[config.mk]
export PLATFORM = sky130hd
export DESIGN_NAME = regfile_scoreboard_mp_flat
export DESIGN_NICKNAME = d
export VERILOG_FILES = /design/src/rtl/regfile_scoreboard_mp_pkg.sv /design/src/rtl/regfile_scoreboard_mp_if.sv /design/src/rtl/regfile_scoreboard_mp_busy_tracker.sv /design/src/rtl/regfile_scoreboard_mp.sv /design/src/flat_wrapper.sv
export SDC_FILE = /design/constraint.sdc
export NUM_CORES = 2
export LEC_CHECK = 0
export ABC_CLOCK_PERIOD_IN_PS = 4400
export CORE_ASPECT_RATIO = 0.6
export CORE_UTILIZATION = 63
export CTS_CLUSTER_DIAMETER = 80
export DETAILED_ROUTE_END_ITERATION = 12
export PLACE_DENSITY = 0.8
export SLEW_MARGIN = 20
export SYNTH_ARGS = -nofsm -noshare
export SYNTH_HDL_FRONTEND = slang
export SYNTH_SLANG_ARGS = --single-unit
[constraint.sdc]
create_clock -name Clk -period 4.4 [get_ports Clk]
set_input_delay 0.66 -clock Clk [delete_from_list [all_inputs] [get_ports Clk]]
set_output_delay 0.66 -clock Clk [all_outputs]
set_load 0.02 [all_outputs]
[src/rtl/regfile_scoreboard_mp_pkg.sv]
// Shared defaults and helpers for the scoreboarded multi-port register file.
package regfile_pkg;

  localparam int unsigned DEF_DATA_W = 32;
  localparam int unsigned DEF_ADDR_W = 5;
  localparam int unsigned ZERO_REG   = 0;

  function automatic int unsigned nregs(input int unsigned addr_w);
    return 32'd1 << addr_w;
  endfunction

endpackage

[src/rtl/regfile_scoreboard_mp_if.sv]
// Write, reserve, flush and read-port bundle between ID/WB logic and the register file.
interface regfile_scoreboard_mp_if
  import regfile_pkg::*;
#(
  parameter int unsigned DATA_W = DEF_DATA_W,
  parameter int unsigned ADDR_W = DEF_ADDR_W,
  parameter int unsigned NRD    = 2
);

  logic                  RegWre;
  logic [ADDR_W-1:0]     WriteReg;
  logic [DATA_W-1:0]     WriteData;
  logic                  ReserveEn;
  logic [ADDR_W-1:0]     ReserveReg;
  logic                  Flush;
  logic [NRD*ADDR_W-1:0] ReadRegs;
  logic [NRD*DATA_W-1:0] ReadData;
  logic [NRD-1:0]        ReadBusy;

  modport master (
    output RegWre, WriteReg, WriteData, ReserveEn, ReserveReg, Flush, ReadRegs,
    input  ReadData, ReadBusy
  );

  modport slave (
    input  RegWre, WriteReg, WriteData, ReserveEn, ReserveReg, Flush, ReadRegs,
    output ReadData, ReadBusy
  );

endinterface

[src/rtl/regfile_scoreboard_mp_busy_tracker.sv]
// Per-register busy scoreboard: set on reserve, cleared on writeback, bulk-cleared on flush.
module regfile_busy_tracker
  import regfile_pkg::*;
#(
  parameter int unsigned ADDR_W = DEF_ADDR_W
) (
  input  logic                        Clk,
  input  logic                        Reset,
  input  logic                        RegWre,
  input  logic [ADDR_W-1:0]           WriteReg,
  input  logic                        ReserveEn,
  input  logic [ADDR_W-1:0]           ReserveReg,
  input  logic                        Flush,
  output logic [nregs(ADDR_W)-1:0]    busy
);

  logic [nregs(ADDR_W)-1:0] busy_nxt;

  // Reserve is applied after release so a same-cycle new producer wins.
  always_comb begin
    busy_nxt = busy;
    if (RegWre && (WriteReg != ADDR_W'(ZERO_REG))) begin
      busy_nxt[WriteReg] = 1'b0;
    end
    if (ReserveEn && (ReserveReg != ADDR_W'(ZERO_REG))) begin
      busy_nxt[ReserveReg] = 1'b1;
    end
  end

  always_ff @(posedge Clk) begin
    if (Reset || Flush) begin
      busy <= '0;
    end else begin
      busy <= busy_nxt;
    end
  end

endmodule

[src/rtl/regfile_scoreboard_mp.sv]
// Parametrised N-read register file with busy scoreboard; r0 reads as zero.
// Optional write-to-read forwarding when REGFILE_BYPASS_EN is defined.
module regfile_scoreboard_mp
  import regfile_pkg::*;
#(
  parameter int unsigned DATA_W = DEF_DATA_W,
  parameter int unsigned ADDR_W = DEF_ADDR_W,
  parameter int unsigned NRD    = 2
) (
  input  logic                   Clk,
  input  logic                   Reset,
  regfile_scoreboard_mp_if.slave bus
);

  localparam int unsigned NREGS = nregs(ADDR_W);

  logic [DATA_W-1:0] regs [NREGS];
  logic [NREGS-1:0]  busy;

  regfile_busy_tracker #(
    .ADDR_W (ADDR_W)
  ) u_busy (
    .Clk        (Clk),
    .Reset      (Reset),
    .RegWre     (bus.RegWre),
    .WriteReg   (bus.WriteReg),
    .ReserveEn  (bus.ReserveEn),
    .ReserveReg (bus.ReserveReg),
    .Flush      (bus.Flush),
    .busy       (busy)
  );

  always_ff @(posedge Clk) begin
    if (Reset) begin
      for (int unsigned i = 0; i < NREGS; i++) begin
        regs[i] <= '0;
      end
    end else if (bus.RegWre && (bus.WriteReg != ADDR_W'(ZERO_REG))) begin
      regs[bus.WriteReg] <= bus.WriteData;
    end
  end

  for (genvar k = 0; k < NRD; k++) begin : g_rd
    logic [ADDR_W-1:0] addr;
    logic [DATA_W-1:0] data;
    logic              bsy;

    assign addr = bus.ReadRegs[k*ADDR_W +: ADDR_W];

    always_comb begin
      data = '0;
      bsy  = 1'b0;
      if (addr != ADDR_W'(ZERO_REG)) begin
        data = regs[addr];
        bsy  = busy[addr];
`ifdef REGFILE_BYPASS_EN
        // Forward the value being written back this cycle; it also retires the producer.
        if (bus.RegWre && (bus.WriteReg == addr)) begin
          data = bus.WriteData;
          bsy  = 1'b0;
        end
`endif
      end
    end

    assign bus.ReadData[k*DATA_W +: DATA_W] = data;
    assign bus.ReadBusy[k]                  = bsy;
  end

endmodule

[src/flat_wrapper.sv]
// flat-port wrapper written by rule: the top's interface ports become plain ports
module regfile_scoreboard_mp_flat import regfile_pkg::*;
#(
  parameter int unsigned DATA_W = DEF_DATA_W,
  parameter int unsigned ADDR_W = DEF_ADDR_W,
  parameter int unsigned NRD    = 2
)
  (Clk, Reset, bus_RegWre, bus_WriteReg, bus_WriteData, bus_ReserveEn, bus_ReserveReg, bus_Flush, bus_ReadRegs, bus_ReadData, bus_ReadBusy);
  regfile_scoreboard_mp_if #(.DATA_W(DATA_W), .ADDR_W(ADDR_W), .NRD(NRD)) bus_i ();
  input  logic Clk;
  input  logic Reset;
  input wire logic [$bits(bus_i.RegWre)-1:0] bus_RegWre;
  input wire logic [$bits(bus_i.WriteReg)-1:0] bus_WriteReg;
  input wire logic [$bits(bus_i.WriteData)-1:0] bus_WriteData;
  input wire logic [$bits(bus_i.ReserveEn)-1:0] bus_ReserveEn;
  input wire logic [$bits(bus_i.ReserveReg)-1:0] bus_ReserveReg;
  input wire logic [$bits(bus_i.Flush)-1:0] bus_Flush;
  input wire logic [$bits(bus_i.ReadRegs)-1:0] bus_ReadRegs;
  output wire logic [$bits(bus_i.ReadData)-1:0] bus_ReadData;
  output wire logic [$bits(bus_i.ReadBusy)-1:0] bus_ReadBusy;
  assign bus_i.RegWre = bus_RegWre;
  assign bus_i.WriteReg = bus_WriteReg;
  assign bus_i.WriteData = bus_WriteData;
  assign bus_i.ReserveEn = bus_ReserveEn;
  assign bus_i.ReserveReg = bus_ReserveReg;
  assign bus_i.Flush = bus_Flush;
  assign bus_i.ReadRegs = bus_ReadRegs;
  assign bus_ReadData = bus_i.ReadData;
  assign bus_ReadBusy = bus_i.ReadBusy;
  regfile_scoreboard_mp #(.DATA_W(DATA_W), .ADDR_W(ADDR_W), .NRD(NRD)) u_core (.Clk(Clk), .Reset(Reset), .bus(bus_i));
endmodule
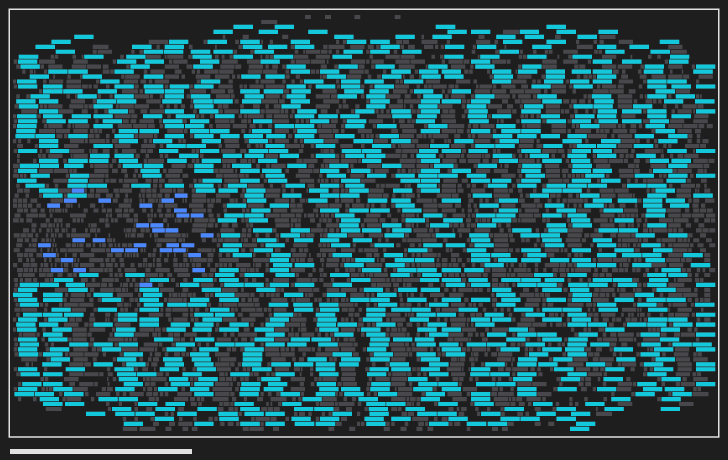
Figure 1: sequential cells grouped by signal name.
Scale bar: 100 um. Other cells in grey.
legend:
  u_core.regs:
    colour: cyan
    sequential_cells: 1024
    where: all over the die
  u_core.u_busy.busy:
    colour: blue
    sequential_cells: 32
    where: west

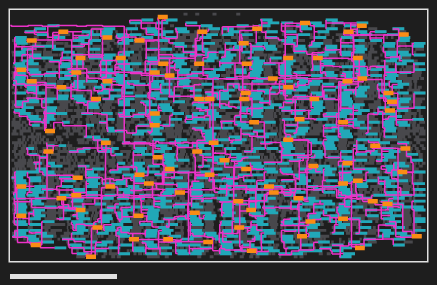
Figure 2: clock network drawn from the DEF.
Scale bar: 100 um.
legend:
  flip-flops:
    colour: cyan
    count: 1056
  clock wires:
    colour: magenta
    length: 12400 um
  clock-net drivers:
    colour: orange
    count: 95
routed clock nets: 96

==> changes_impl.md <==
## Implementation

* Power Clock at 8.51 mW
* Drt pass-1 iters at 6
* Met3 Use GR at 18.7%
* Maximum fanout encountered on the critical timing path at 27
* Area fraction of the dominant cell type after synthesis at 54.6%
* Aoi share at 5.07%
* Final critical-path setup slack at -0.0879 ns
* Top power group: sequential cells
* TritonCTS clock tree: built
* Via count at 37900
* Number of enable-type register cells in the synthesized netlist at 1024
* Fraction of synthesized cell area in xor and xnor cells at 0%
* Net switching component of the power at 6.07 mW
* Setup violators final at 1
* Yosys Instances at 3793
* GR Layer Usage met2 at 56.6%
* Worst EP arrival at 3.83 ns
* Routed length on met2 at 75.9 mm
* Sequential share of power at 50.3%
* I/O pin count at 123
* Met1 usage at 56.4%
* Y dimension of the die at 234 um
* Logic gate share of total power at 13.7%
* Commonest cells post-synth: edfxtp_1 (1024), and2_1 (995), mux4_2 (462)
* Fill cell total of the finished layout at 5600
* Post-synthesis instance area at 56400 um2
* DRT antenna net count at 0
* Largest Register: u_core.regs
* Site row count at 84
* Endpoint of the worst hold path: u_core.u_busy.busy[0]$_SDFF_PP0_
* Area of the synthesized netlist per yosys stat at 56400 um2
* Most frequent cells in the layout: edfxtp_1 (1024), and2_1 (995), mux4_2 (462), mux2i_1 (198), buf_4 (171)
* Relative area of non-clock buffer cells in the final design at 5.02%
* Max Cap Violations at 0
* Post-detailed-placement cell area at 59600 um2
* Power per cell area at 378 nW/um2
* Fraction of registers with async set/reset at 0%
* Routed wirelength normalized by instance count at 36.4 um
* Outcome: finished with violations
* P_comb at 3.24 mW
* Yosys top cell by instances: edfxtp_1
* Post-CTS repair timing setup buffer count at 0
* Failing checks: setup timing
* Commonest flop: edfxtp_1
* Post-Route Setup TNS at -0.0879 ns
* Min Clock Period, post-route at 4.49 ns
* WL final at 185 mm
* Post-CTS Hold Fix Bufs at 0
* Hold WS at 0.452 ns
* Clock-pin transition on the worst setup and hold timing paths at 0.06 ns
* Proportion of synthesized chip area in sequential cells at 55.7%
* Post-layout nets at 3877
* Most area-hungry cell type in the Yosys netlist: edfxtp_1
* Effective utilization at floorplan at 64.0%
* # clock sinks at 1056
* Clock Tree Root: clkbuf_16
* Number of flip-flops in the largest register at 1024
* Aggregate global routing overflow at 0
* Power after layout at 23.6 mW
* Sequential cell count at 1056
* Registers with the most flip-flops: u_core.regs (1024), u_core.u_busy.busy (32)
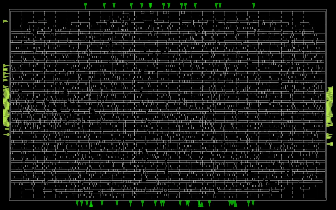
Figure 3: placement view.
Finished Core Util: 71.1%
count of inserted tapcells: 1161
sequential share of cell area: 50.1%

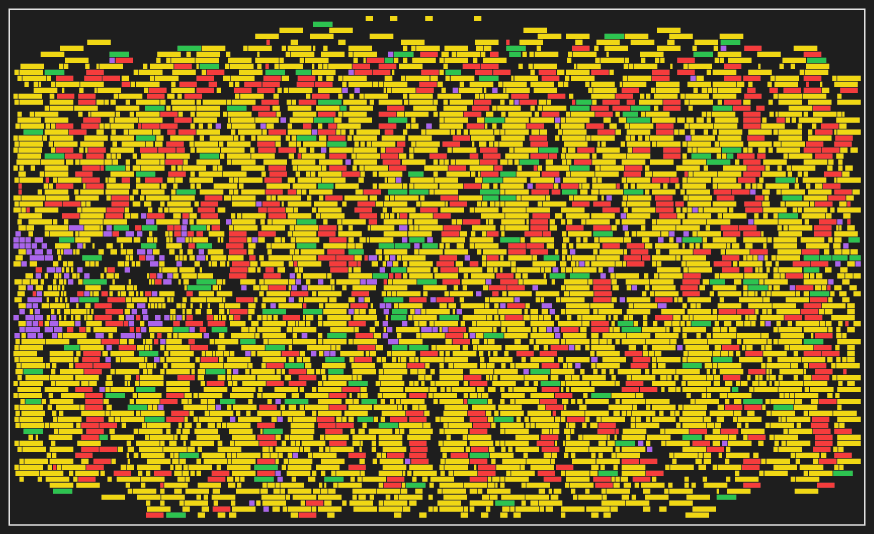
Figure 4: drive-strength map.
legend:
  x2:
    colour: red
    cells: 567
  x3 and x4:
    colour: purple
    cells: 217
  x6 and larger:
    colour: green
    cells: 160
  x1 and smaller:
    colour: yellow
    cells: 2955

Power is estimated from default activity; no workload was simulated.
